[config.mk]
export PLATFORM = sky130hd
export DESIGN_NAME = mips_multicycle_ctrl
export DESIGN_NICKNAME = d
export VERILOG_FILES = /design/src/rtl/mips_ctrl_pkg.sv /design/src/rtl/alu_op_decode.sv /design/src/rtl/mips_multicycle_ctrl.sv
export SDC_FILE = /design/constraint.sdc
export NUM_CORES = 1
export LEC_CHECK = 0
export ABC_CLOCK_PERIOD_IN_PS = 3530
export CORE_ASPECT_RATIO = 1.5
export CORE_MARGIN = 3
export CORE_UTILIZATION = 52
export CTS_CLUSTER_DIAMETER = 120
export DETAILED_ROUTE_END_ITERATION = 6
export HOLD_SLACK_MARGIN = 0.1
export PLACE_DENSITY = 0.95
export SLEW_MARGIN = 10
export SYNTH_ARGS = -nofsm -noshare
export SYNTH_HDL_FRONTEND = slang
export SYNTH_SLANG_ARGS = --single-unit
[constraint.sdc]
create_clock -name clk -period 3.53 [get_ports clk]
set_input_delay 0.8825 -clock clk [delete_from_list [all_inputs] [get_ports clk]]
set_output_delay 0.8825 -clock clk [all_outputs]
set_load 0.01 [all_outputs]
[src/rtl/mips_ctrl_pkg.sv]
// Shared types and encodings for the multi-cycle MIPS sequencing controller.
package mips_ctrl_pkg;

    typedef enum logic [3:0] {
        S_RESET,
        S_FETCH,
        S_DECODE,
        S_EXEC_R,
        S_RWB,
        S_EXEC_I,
        S_IWB,
        S_MEM_ADDR,
        S_MEM_RD,
        S_LWB,
        S_MEM_WR,
        S_BRANCH,
        S_JUMP,
        S_TRAP
    } state_t;

    // ALU operation encodings
    localparam logic [3:0] ALU_SLL  = 4'd0;
    localparam logic [3:0] ALU_SRA  = 4'd1;
    localparam logic [3:0] ALU_SRL  = 4'd2;
    localparam logic [3:0] ALU_ADD  = 4'd5;
    localparam logic [3:0] ALU_SUB  = 4'd6;
    localparam logic [3:0] ALU_AND  = 4'd7;
    localparam logic [3:0] ALU_OR   = 4'd8;
    localparam logic [3:0] ALU_XOR  = 4'd9;
    localparam logic [3:0] ALU_NOR  = 4'd10;
    localparam logic [3:0] ALU_SLT  = 4'd11;
    localparam logic [3:0] ALU_SLTU = 4'd12;

    // Primary opcodes
    localparam logic [5:0] OP_RTYPE = 6'b000000;
    localparam logic [5:0] OP_J     = 6'b000010;
    localparam logic [5:0] OP_BEQ   = 6'b000100;
    localparam logic [5:0] OP_BNE   = 6'b000101;
    localparam logic [5:0] OP_BLEZ  = 6'b000110;
    localparam logic [5:0] OP_ADDI  = 6'b001000;
    localparam logic [5:0] OP_ADDIU = 6'b001001;
    localparam logic [5:0] OP_SLTI  = 6'b001010;
    localparam logic [5:0] OP_ANDI  = 6'b001100;
    localparam logic [5:0] OP_ORI   = 6'b001101;
    localparam logic [5:0] OP_XORI  = 6'b001110;
    localparam logic [5:0] OP_LW    = 6'b100011;
    localparam logic [5:0] OP_SB    = 6'b101000;
    localparam logic [5:0] OP_SW    = 6'b101011;

    // R-type function codes
    localparam logic [5:0] FN_SLL  = 6'b000000;
    localparam logic [5:0] FN_SRL  = 6'b000010;
    localparam logic [5:0] FN_SRA  = 6'b000011;
    localparam logic [5:0] FN_SRAV = 6'b000111;
    localparam logic [5:0] FN_ADD  = 6'b100000;
    localparam logic [5:0] FN_ADDU = 6'b100001;
    localparam logic [5:0] FN_SUB  = 6'b100010;
    localparam logic [5:0] FN_AND  = 6'b100100;
    localparam logic [5:0] FN_OR   = 6'b100101;
    localparam logic [5:0] FN_NOR  = 6'b100111;
    localparam logic [5:0] FN_SLT  = 6'b101010;
    localparam logic [5:0] FN_SLTU = 6'b101011;

    // Datapath mux selects
    localparam logic [1:0] SRC_A_PC      = 2'd0;
    localparam logic [1:0] SRC_A_RS      = 2'd1;
    localparam logic [1:0] SRC_A_SHAMT   = 2'd2;
    localparam logic [1:0] SRC_B_RT      = 2'd0;
    localparam logic [1:0] SRC_B_FOUR    = 2'd1;
    localparam logic [1:0] SRC_B_IMM     = 2'd2;
    localparam logic [1:0] SRC_B_BRANCH  = 2'd3;
    localparam logic [1:0] PC_SRC_ALU    = 2'd0;
    localparam logic [1:0] PC_SRC_ALUOUT = 2'd1;
    localparam logic [1:0] PC_SRC_JUMP   = 2'd2;

    function automatic logic func_legal(input logic [5:0] func);
        case (func)
            FN_SLL, FN_SRA, FN_SRL, FN_SRAV, FN_ADD, FN_ADDU, FN_SUB,
            FN_AND, FN_OR, FN_NOR, FN_SLT, FN_SLTU: return 1'b1;
            default:                                return 1'b0;
        endcase
    endfunction

    // Constant-shift forms take the shift amount from the shamt field.
    function automatic logic func_shamt(input logic [5:0] func);
        return (func == FN_SLL) || (func == FN_SRA) || (func == FN_SRL);
    endfunction

endpackage

[src/rtl/alu_op_decode.sv]
// Maps R-type func or I-type op onto the shared ALU operation code.
module alu_op_decode
    import mips_ctrl_pkg::*;
(
    input  logic [5:0] op,
    input  logic [5:0] func,
    input  logic       is_rtype,
    output logic [3:0] aluop
);

    // Func decode for R-type, op decode for immediate arithmetic; ADD otherwise.
    always_comb begin
        aluop = ALU_ADD;
        if (is_rtype) begin
            case (func)
                FN_SLL:          aluop = ALU_SLL;
                FN_SRA, FN_SRAV: aluop = ALU_SRA;
                FN_SRL:          aluop = ALU_SRL;
                FN_ADD, FN_ADDU: aluop = ALU_ADD;
                FN_SUB:          aluop = ALU_SUB;
                FN_AND:          aluop = ALU_AND;
                FN_OR:           aluop = ALU_OR;
                FN_NOR:          aluop = ALU_NOR;
                FN_SLT:          aluop = ALU_SLT;
                FN_SLTU:         aluop = ALU_SLTU;
                default:         aluop = ALU_ADD;
            endcase
        end else begin
            case (op)
                OP_ADDI, OP_ADDIU: aluop = ALU_ADD;
                OP_SLTI:           aluop = ALU_SLT;
                OP_ANDI:           aluop = ALU_AND;
                OP_ORI:            aluop = ALU_OR;
                OP_XORI:           aluop = ALU_XOR;
                default:           aluop = ALU_ADD;
            endcase
        end
    end

endmodule

[src/rtl/mips_multicycle_ctrl.sv]
// Multi-cycle MIPS sequencing controller: FSM, reset wait counter, output decode.
//
//  state      | meaning
//  -----------+----------------------------------------------------------
//  S_RESET    | idle RESET_PC_WAIT cycles after reset release
//  S_FETCH    | read instruction at PC, PC+4 on mem_ready
//  S_DECODE   | branch target into ALUOut, dispatch on op/func
//  S_EXEC_R   | R-type ALU operation
//  S_RWB      | write ALUOut to rd
//  S_EXEC_I   | immediate ALU operation
//  S_IWB      | write ALUOut to rt
//  S_MEM_ADDR | effective address rs + sign-extended imm
//  S_MEM_RD   | load data read, hold until mem_ready
//  S_LWB      | write memory data register to rt
//  S_MEM_WR   | store word/byte, hold until mem_ready
//  S_BRANCH   | compare rs/rt, conditional PC load from ALUOut
//  S_JUMP     | PC load from jump target
//  S_TRAP     | undecodable instruction, parked until reset
module mips_multicycle_ctrl
    import mips_ctrl_pkg::*;
#(
    parameter int RESET_PC_WAIT = 1
) (
    input  logic       clk,
    input  logic       rst_n,
    input  logic [5:0] op,
    input  logic [5:0] func,
    input  logic       alu_zero,
    input  logic       alu_sign,
    input  logic       mem_ready,
    output logic       pc_write,
    output logic [1:0] pc_src,
    output logic       ir_write,
    output logic       iord,
    output logic       mem_rd,
    output logic       mem_wr,
    output logic       mem_byte,
    output logic       reg_write,
    output logic       reg_dst,
    output logic       mem_to_reg,
    output logic [1:0] alu_src_a,
    output logic [1:0] alu_src_b,
    output logic       imm_zext,
    output logic [3:0] aluop,
    output logic       instr_done,
    output logic       illegal_op
);

    localparam logic [3:0] WAIT_TC = 4'(RESET_PC_WAIT - 1);

    state_t     state_q, state_d;
    logic [3:0] wait_cnt, wait_d;
    logic [3:0] dec_aluop;

    alu_op_decode u_alu_op_decode (
        .op       (op),
        .func     (func),
        .is_rtype (op == OP_RTYPE),
        .aluop    (dec_aluop)
    );

    // State, reset wait counter and sticky illegal flag.
    always_ff @(posedge clk or negedge rst_n) begin
        if (!rst_n) begin
            state_q    <= S_RESET;
            wait_cnt   <= '0;
            illegal_op <= 1'b0;
        end else begin
            state_q  <= state_d;
            wait_cnt <= wait_d;
            if (state_d == S_TRAP) begin
                illegal_op <= 1'b1;
            end
        end
    end

    // Next-state and per-state datapath controls.
    always_comb begin
        state_d    = state_q;
        wait_d     = wait_cnt;
        pc_write   = 1'b0;
        pc_src     = PC_SRC_ALU;
        ir_write   = 1'b0;
        iord       = 1'b0;
        mem_rd     = 1'b0;
        mem_wr     = 1'b0;
        mem_byte   = 1'b0;
        reg_write  = 1'b0;
        reg_dst    = 1'b0;
        mem_to_reg = 1'b0;
        alu_src_a  = SRC_A_PC;
        alu_src_b  = SRC_B_RT;
        imm_zext   = 1'b0;
        aluop      = ALU_ADD;
        instr_done = 1'b0;

        case (state_q)
            S_RESET: begin
                if (wait_cnt == WAIT_TC) begin
                    state_d = S_FETCH;
                    wait_d  = '0;
                end else begin
                    wait_d = wait_cnt + 4'd1;
                end
            end
            S_FETCH: begin
                mem_rd    = 1'b1;
                alu_src_b = SRC_B_FOUR;
                if (mem_ready) begin
                    ir_write = 1'b1;
                    pc_write = 1'b1;
                    state_d  = S_DECODE;
                end
            end
            S_DECODE: begin
                alu_src_b = SRC_B_BRANCH;
                case (op)
                    OP_RTYPE:                 state_d = func_legal(func) ? S_EXEC_R : S_TRAP;
                    OP_ADDI, OP_ADDIU, OP_SLTI,
                    OP_ANDI, OP_ORI, OP_XORI: state_d = S_EXEC_I;
                    OP_LW, OP_SW, OP_SB:      state_d = S_MEM_ADDR;
                    OP_BEQ, OP_BNE, OP_BLEZ:  state_d = S_BRANCH;
                    OP_J:                     state_d = S_JUMP;
                    default:                  state_d = S_TRAP;
                endcase
            end
            S_EXEC_R: begin
                alu_src_a = func_shamt(func) ? SRC_A_SHAMT : SRC_A_RS;
                alu_src_b = SRC_B_RT;
                aluop     = dec_aluop;
                state_d   = S_RWB;
            end
            S_RWB: begin
                reg_write  = 1'b1;
                reg_dst    = 1'b1;
                instr_done = 1'b1;
                state_d    = S_FETCH;
            end
            S_EXEC_I: begin
                alu_src_a = SRC_A_RS;
                alu_src_b = SRC_B_IMM;
                imm_zext  = (op == OP_ANDI) || (op == OP_ORI) || (op == OP_XORI);
                aluop     = dec_aluop;
                state_d   = S_IWB;
            end
            S_IWB: begin
                reg_write  = 1'b1;
                instr_done = 1'b1;
                state_d    = S_FETCH;
            end
            S_MEM_ADDR: begin
                alu_src_a = SRC_A_RS;
                alu_src_b = SRC_B_IMM;
                state_d   = (op == OP_LW) ? S_MEM_RD : S_MEM_WR;
            end
            S_MEM_RD: begin
                iord   = 1'b1;
                mem_rd = 1'b1;
                if (mem_ready) begin
                    state_d = S_LWB;
                end
            end
            S_LWB: begin
                reg_write  = 1'b1;
                mem_to_reg = 1'b1;
                instr_done = 1'b1;
                state_d    = S_FETCH;
            end
            S_MEM_WR: begin
                iord     = 1'b1;
                mem_wr   = 1'b1;
                mem_byte = (op == OP_SB);
                if (mem_ready) begin
                    instr_done = 1'b1;
                    state_d    = S_FETCH;
                end
            end
            S_BRANCH: begin
                alu_src_a  = SRC_A_RS;
                alu_src_b  = SRC_B_RT;
                aluop      = ALU_SUB;
                pc_src     = PC_SRC_ALUOUT;
                instr_done = 1'b1;
                case (op)
                    OP_BEQ:  pc_write = alu_zero;
                    OP_BNE:  pc_write = !alu_zero;
                    OP_BLEZ: pc_write = alu_zero | alu_sign;
                    default: pc_write = 1'b0;
                endcase
                state_d = S_FETCH;
            end
            S_JUMP: begin
                pc_write   = 1'b1;
                pc_src     = PC_SRC_JUMP;
                instr_done = 1'b1;
                state_d    = S_FETCH;
            end
            S_TRAP: begin
                state_d = S_TRAP;
            end
            default: begin
                state_d = S_RESET;
            end
        endcase
    end

endmodule

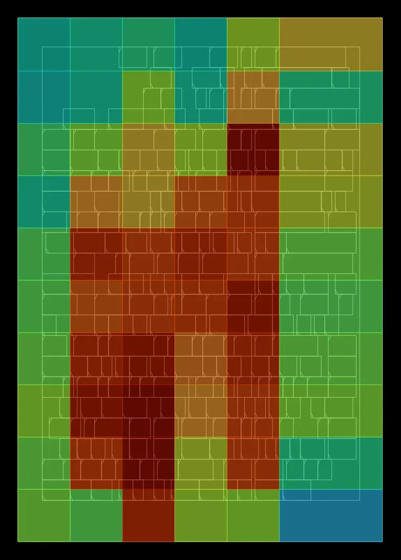
congestion_map.png
met1 layer usage reported by global route: 0.300
final core utilization: 0.829
met3 Track Usage GR: 0.0418

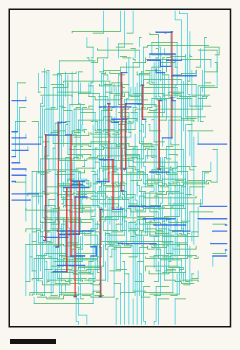
layers.png
Bar = 10 um.
| color | layer | wire length |
|---|---|---|
| red | M4 | 261 um |
| green | M1 | 1690 um |
| cyan | M2 | 2620 um |
| blue | M3 | 209 um |

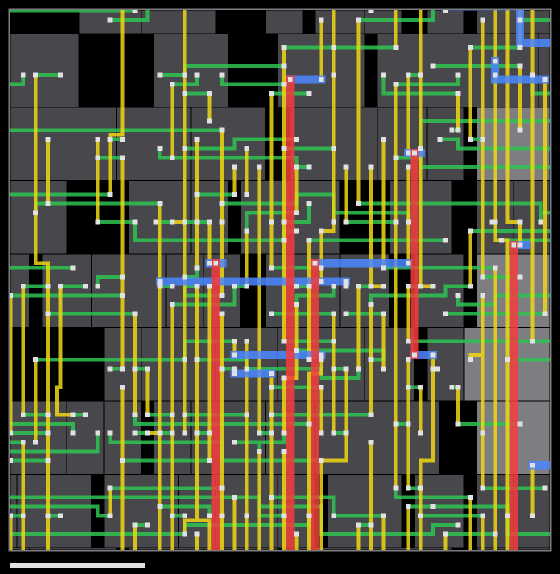
closeup.png
Bar = 5 um. Window x 14 to 34, y 38 to 58 um. Cells in gray, sequential cells in the stronger gray; small squares are vias.
| color | layer |
|---|---|
| green | M1 |
| red | M4 |
| blue | M3 |
| yellow | M2 |
cells with their middle in the window: 46
sequential cells in the window: 0
most frequent: buf_4 (8), nor2_1 (6), nand2_1 (4)

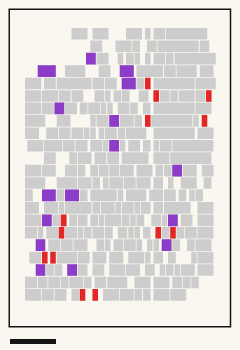
gates.png
Bar = 10 um.
| color | family | cells | most used |
|---|---|---|---|
| red | inv cells | 13 | inv_1 |
| purple | and/or cells | 16 | or3_1 |

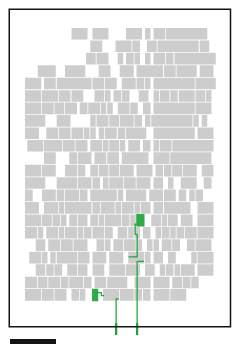
port_trees.png
Bar = 10 um.
| color | port | bits | direction | end cells | buffers | wire |
|---|---|---|---|---|---|---|
| green | pc_src | 2 | output | 2 | 2 | 33.4 um |

==> run notes <==
Entry: Yosys synthesis followed by OpenROAD place and route.

Pwr:
- The run gives the power consumption as roughly 0.94 mW.
- The run puts the power per cell area at 454 nW/um2.
- The internal power of the cells totals 0.474 mW.
- The run puts the sequential logic power at ~0.19 mW.
- The run puts the switching power as a share of total power at 0.497.

Layout:
- From synthesis to final layout, the design area changed by 50.3%.
- The run puts the fraction of layout instances using a drive strength above 1 at 0.244.
- The run puts the count of antenna diodes in the layout at 0.

Synthesis:
- The netlist uses 53 different library cells.
- By area the synthesized netlist is led by sky130_fd_sc_hd__dfrtp_1 (16%), sky130_fd_sc_hd__a21oi_1 (6.5%), sky130_fd_sc_hd__nor2_1 (5.2%).
- The run gives the number of standard cells after synthesis as 201.
- The run gives the cell count in the Yosys report as 201.
- The run gives the net count entering floorplan as between 200 and 250.
- The run gives the dominant kind of combinational cell as simple AND/OR/NAND/NOR gates.
- Counting flops with a built-in enable in the synthesized netlist gives 0.
- In this run, the synthesized area fraction spent on AND-OR/OR-AND gates is recorded as 0.303.
- The run gives the dominant synthesized flop cell as sky130_fd_sc_hd__dfrtp_1.
- The run puts the proportion of register bits with asynchronous set or reset after synthesis at 1.00.
- According to the Yosys statistics, the synthesized design has a chip area of approximately 1400 um2.

Floorplan:
- The run gives the overall chip area as ~3300 um2.
- At the floorplan stage, the core utilization is reported as 0.551.

Clocking:
- The run puts the clock transition at the registers of the reported paths at ~50 ps.
- In this run the number of H-tree levels came out at 1.
- TritonCTS built the clock tree.
- The run gives the clock root buffer master as sky130_fd_sc_hd__clkbuf_4.
- The run puts the number of hold buffers added after CTS at 0.
- The run puts the insertion delay at the late pin of the worst-skew pair at 260 ps.

Placed design:
- The run gives the setup slack after placement as -346 ps.
- The run puts the cell area after placement at between 2000 and 2500 um2.
- Per the placement report, the placed cell count is around 300.

Route:
- The run puts the routed wire length per instance at roughly 16 um.
- Once iteration 0 of detailed routing completed, the report listed 73 DRC markers.

Run status:
- The run finished with clean final reports.

Setup path:
- The critical path in this run is classified as input port to primary output.

GRT:
- The run puts the initial antenna violation count at 0.
- The run gives the maximum number of pins on one net before global-route repair as 17.
- The via count of the first global-routing pass is approximately 1700.
## worst paths after layout
| check | slack [ps] | cells past startpoint | endpoint | start |
|---|---|---|---|---|
| worst min register to register | 470 | 1 | wait_cnt[3] | wait_cnt[3] |
| worst max register to register | 1490 | 6 | illegal_op | state_q[0] |
| min in group asynchronous | 900 | 1 | illegal_op | rst_n |
| worst max-delay path | 60 | 6 | aluop[2] | func[4] |
| max in group asynchronous | 2360 | 1 | wait_cnt[2] | rst_n |
| worst min-delay path | 470 | 1 | wait_cnt[3] | wait_cnt[3] |
## cell type report
type | count | area [um2]
well taps | 36 | 45.0
inverters | 13 | 48.8
clock buffers | 4 | 26.3
fillers | 148 | 429
multi-input cells | 163 | 1070
flip-flops and latches | 9 | 225
repair buffers | 77 | 658
## per-stage QoR
step | TNS (ps) | hold slack, ps
after global placement | -1380 | 462
after global routing | 0 | 506
after floorplan | 0 | 446
after CTS | 0 | 478
final | 0 | 473
after detailed placement | -1650 | 468
## critical path: stages
cell,delay [ps]
sky130_fd_sc_hd__clkdlybuf4s50_1,440
sky130_fd_sc_hd__or4_4,560
sky130_fd_sc_hd__or2_4,260
sky130_fd_sc_hd__a211oi_2,210
sky130_fd_sc_hd__o21ai_1,110
sky130_fd_sc_hd__clkbuf_2,140
## flip-flops by register name, indices dropped and copies added, names as in the netlist
| signal | flops |
|---|---|
| state_q | 4 |
| illegal_op | 1 |
| wait_cnt | 4 |
## per-layer routing
metal | part of all wire | vias up | global-route usage
li1 | - | 857 | -
met5 | 0 | - | 0
met2 | 0.55 | 93 | 0.510
met4 | 0.055 | 0 | 0.141
met3 | 0.044 | 29 | 0.0418
met1 | 0.35 | 836 | 0.300
## what timing repair did
item,in CTS,in global routing
setup endpoints to repair,8,7
pin swaps,2,2
resized,19,17
setup buffers,1,0
Power and IR drop assume default switching activity.
